<file path="src/rtl/sprite_loader.sv">
//----------------------------------------------------------------------------
// Module      : sprite_loader
// Description : Streams a WIDTH x HEIGHT bit sprite from a host byte stream
//               into serial sprite storage, LSB of each byte first. Bits
//               are only pushed while vblank is high, so the renderer is
//               never disturbed mid-frame.
// Ports       : clk, reset_n        - clock / async active-low reset
//               start, abort        - begin / cancel a load
//               vblank              - storage may be written this cycle
//               byte_data/valid     - host byte stream
//               byte_ready          - byte accepted this cycle
//               shiftf, load        - forward-shift strobe / serial select
//               data_out            - serial bit into storage
//               busy, done          - load in progress / completion pulse
// Revision    : 1.0 - initial release
//----------------------------------------------------------------------------
`default_nettype none

module sprite_loader #(
  parameter int WIDTH  = 10,
  parameter int HEIGHT = 10
) (
  input  logic       clk,
  input  logic       reset_n,
  input  logic       start,
  input  logic       abort,
  input  logic       vblank,
  input  logic [7:0] byte_data,
  input  logic       byte_valid,
  output logic       byte_ready,
  output logic       shiftf,
  output logic       load,
  output logic       data_out,
  output logic       busy,
  output logic       done
);

  localparam int NBITS = WIDTH * HEIGHT;
  localparam int CNT_W = $clog2(NBITS + 1);
  localparam logic [CNT_W-1:0] C_LAST_BIT = CNT_W'(NBITS - 1);

  typedef enum logic [1:0] {
    S_IDLE      = 2'd0,
    S_WAIT_BYTE = 2'd1,
    S_SHIFT     = 2'd2,
    S_DONE      = 2'd3
  } state_t;

  state_t           r_state;
  logic [CNT_W-1:0] r_bit_cnt;
  logic [2:0]       r_bit_idx;
  logic [7:0]       r_byte;

  logic             w_in_shift;
  logic             w_strobe;

  assign w_in_shift = (r_state == S_SHIFT);
  // abort wins over vblank: the cycle that cancels a load must not move storage
  assign w_strobe   = w_in_shift && vblank && !abort;

  always_ff @(posedge clk or negedge reset_n) begin
    if (!reset_n) begin
      r_state   <= S_IDLE;
      r_bit_cnt <= '0;
      r_bit_idx <= 3'd0;
      r_byte    <= 8'd0;
    end else begin
      case (r_state)
        S_IDLE: begin
          if (start) begin
            r_state   <= S_WAIT_BYTE;
            r_bit_cnt <= '0;
            r_bit_idx <= 3'd0;
          end
        end
        S_WAIT_BYTE: begin
          if (abort) begin
            r_state <= S_IDLE;
          end else if (byte_valid) begin
            r_byte  <= byte_data;
            r_state <= S_SHIFT;
          end
        end
        S_SHIFT: begin
          if (abort) begin
            r_state <= S_IDLE;
          end else if (vblank) begin
            r_byte    <= {1'b0, r_byte[7:1]};
            r_bit_cnt <= r_bit_cnt + CNT_W'(1);
            r_bit_idx <= r_bit_idx + 3'd1;
            // The sprite may end part-way through a byte; remaining bits
            // of that byte are simply dropped.
            if (r_bit_cnt == C_LAST_BIT) begin
              r_state <= S_DONE;
            end else if (r_bit_idx == 3'd7) begin
              r_state <= S_WAIT_BYTE;
            end
          end
        end
        S_DONE: begin
          r_state <= S_IDLE;
        end
        default: begin
          r_state <= S_IDLE;
        end
      endcase
    end
  end

  // Outputs are decoded from registered state; the strobe follows vblank
  // in the same cycle so a vblank drop pauses the stream immediately.
  assign byte_ready = (r_state == S_WAIT_BYTE);
  assign shiftf     = w_strobe;
  assign load       = w_strobe;
  assign data_out   = w_in_shift && r_byte[0];
  assign busy       = (r_state == S_WAIT_BYTE) || w_in_shift;
  assign done       = (r_state == S_DONE);

endmodule

`default_nettype wire

</file>
<file path="config.mk">
export PLATFORM = sky130hd
export DESIGN_NAME = sprite_loader
export DESIGN_NICKNAME = d
export VERILOG_FILES = /design/src/rtl/sprite_loader.sv
export SDC_FILE = /design/constraint.sdc
export NUM_CORES = 1
export LEC_CHECK = 0
export ABC_AREA = 1
export CORE_AREA = 2 2 51 53
export CTS_CLUSTER_SIZE = 24
export DETAILED_ROUTE_END_ITERATION = 16
export DIE_AREA = 0 0 53 55
export PLACE_DENSITY_LB_ADDON = 0.05
export SYNTH_ARGS = -nofsm -noshare
export SYNTH_HDL_FRONTEND = slang
export SYNTH_SLANG_ARGS = --single-unit
</file>
<file path="constraint.sdc">
create_clock -name clk -period 2.5 [get_ports clk]
set_input_delay 0.375 -clock clk [delete_from_list [all_inputs] [get_ports clk]]
set_output_delay 0.375 -clock clk [all_outputs]
set_load 0.05 [all_outputs]
</file>
==> images/ff_map.png <==
(4 px per µm)
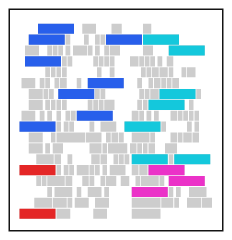
colour	name in the netlist	placed flops
magenta	`r_bit_idx`	3
red	`r_state`	2
cyan	`r_bit_cnt`	7
blue	`r_byte`	8
total sequential power: 460 µW
Seq area share: 0.3276
register cell area after layout: 500.5 µm²
Core Util, Final: 0.6460

==> images/placed.png <==
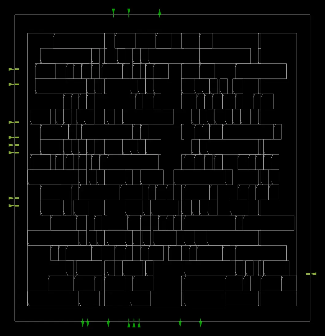
fin cells: 225
Cell Rows: 18
CORE AREA: 2365 µm²

==> reports/results.ini <==
[cts]
cts_sinks = 20
clkSlewWorstSetupHoldPaths_ns = 0.12
clk_latency_ns = 0.30
cts-resized-gates = 0
tritoncts = done
cts_setup_buffers = 0
cts_max_level = 1

[synthesis]
topCellsByArea = dfrtp_1 (40%), nand2_1 (24%), ha_1 (7.0%)
muxShareOfSynthArea = 0
yosysChipArea_um2 = 1254
yosysTopAreaCell = dfrtp_1
synth_area_um2 = 1254
ys_top_logic_family = simple AND/OR/NAND/NOR gates
ys_sh_aoi = 0.06587
synth_nets = 194
ys_warn_count = 0

[final_layout]
nNetsFinal = 217
diodes = 0
final_layout_top_logic_cell = nand2_1
fillers = 214
final_cell_mix = nand2_1 (80), dfrtp_1 (20), inv_1 (17)

[outcome]
status = finished clean

[drt]
met1_length_mm = 1.091
wirelength_mm = 2.508
dr_wl_met3_um = 67
wl_per_cell_um = 11.15
dr.pass1.iters = 4
drtAntennaViolNets = 0
highest_layer = met4
avgViaCountPerCell = 4.916

[global_routing]
grt.total_usage = 0.2056
grt_pass1_wl_mm = 4.319
grt_pass1_vias = 1069
overflow = 0

[setup_path]
worstSetupStartpointType = register
critPathKind = reg2out
worstSetupEndpointType = primary output

[final_timing]
setup_viol = 0
fin_crit_ns = 2.235
fmax_ghz = 0.4474
fin_crit_sh = 0.8940

[place]
dp.cells = 221

[die]
fp.dieW_um = 53
fp-utilization = 0.5302
die.size.y_um = 55

[power_and_ir_drop]
p_leak_nw = 0.8275

through the flow:
stage | hold WS (ns) | power, mW | cell area, µm²
6_report | 0.3948 | 1.352 | 1528
5_1_grt | 0.4353 | 1.465 | 1528
4_1_cts | 0.3900 | 1.369 | 1528
3_5_place_dp | 0.4657 | 1.173 | 1491
3_3_place_gp | 0.4607 | 1.152 | 1491
2_1_floorplan | 0.07941 | 0.9894 | 1254
final timing paths:
kind	from	to	slack [ns]	cells after the start
worst max register to register	r_state[0]	r_bit_cnt[3]	0.74	7
worst min register to register	r_bit_idx[1]	r_bit_idx[1]	0.49	2
worst min-delay path	reset_n	r_bit_cnt[3]	0.39	2
min in group clk	r_bit_idx[1]	r_bit_idx[1]	0.49	2
worst max-delay path	r_state[0]	busy	0.26	3
max in group asynchronous	reset_n	r_state[1]	1.89	2
cells by family (layout without fill, tap and decap cells):
| group | Yosys count | count (layout) |
|---|---|---|
| AND-OR/OR-AND | 13 | 13 |
| AND/OR/NAND/NOR | 108 | 108 |
| flip-flops | 20 | 20 |
| adder cells (fa/ha/maj) | 7 | 7 |
| buffers and inverters | 25 | 47 |
sequential cells by signal, indices dropped and copies added, names as in the netlist:
| register | cells |
|---|---|
| r_bit_cnt | 7 |
| r_bit_idx | 3 |
| r_byte | 8 |
| r_state | 2 |
Yosys cell counts:
library cell,n
o21ai_2,3
inv_1,17
or2_2,1
nand4_1,5
a21oi_2,1
o21bai_1,1
nor2_8,1
buf_4,1
nand3_1,9
inv_2,5
dfrtp_1,20
nor2_1,6
nand2_1,80
o21ai_1,1
clkbuf_1,1
nor2_4,2
buf_6,1
ha_1,7
nand2_4,1
o21ai_0,7
nand2_2,2
nor2_2,1
power breakdown:
part / switching [mW] / internal [mW] / total (mW)
sequential: 0.0555 / 0.404 / 0.460
clock: 0.103 / 0.0889 / 0.192
combinational: 0.477 / 0.224 / 0.701
worst max-delay path, cell delays in order, from the launching register on:
cell	delay [ns]
dfrtp_1	0.41
inv_1	0.08
ha_1	0.28
clkdlybuf4s50_1	0.79
layer usage:
metal / up-vias / GRT usage
met5: - / 0
met1: 513 / 0.2500
li1: 576 / -
met2: 13 / 0.3646
met3: 4 / 0.02419
met4: 0 / 0.09829
layout make-up:
class,count,area share
multi-input cells,128,0.4242
repair buffers,21,0.1458
flip-flops and latches,20,0.3276
inverters,22,0.05405
clock buffers,4,0.02375
well taps,30,0.02457
No activity file was given, so power comes from the tool's default toggle rates.
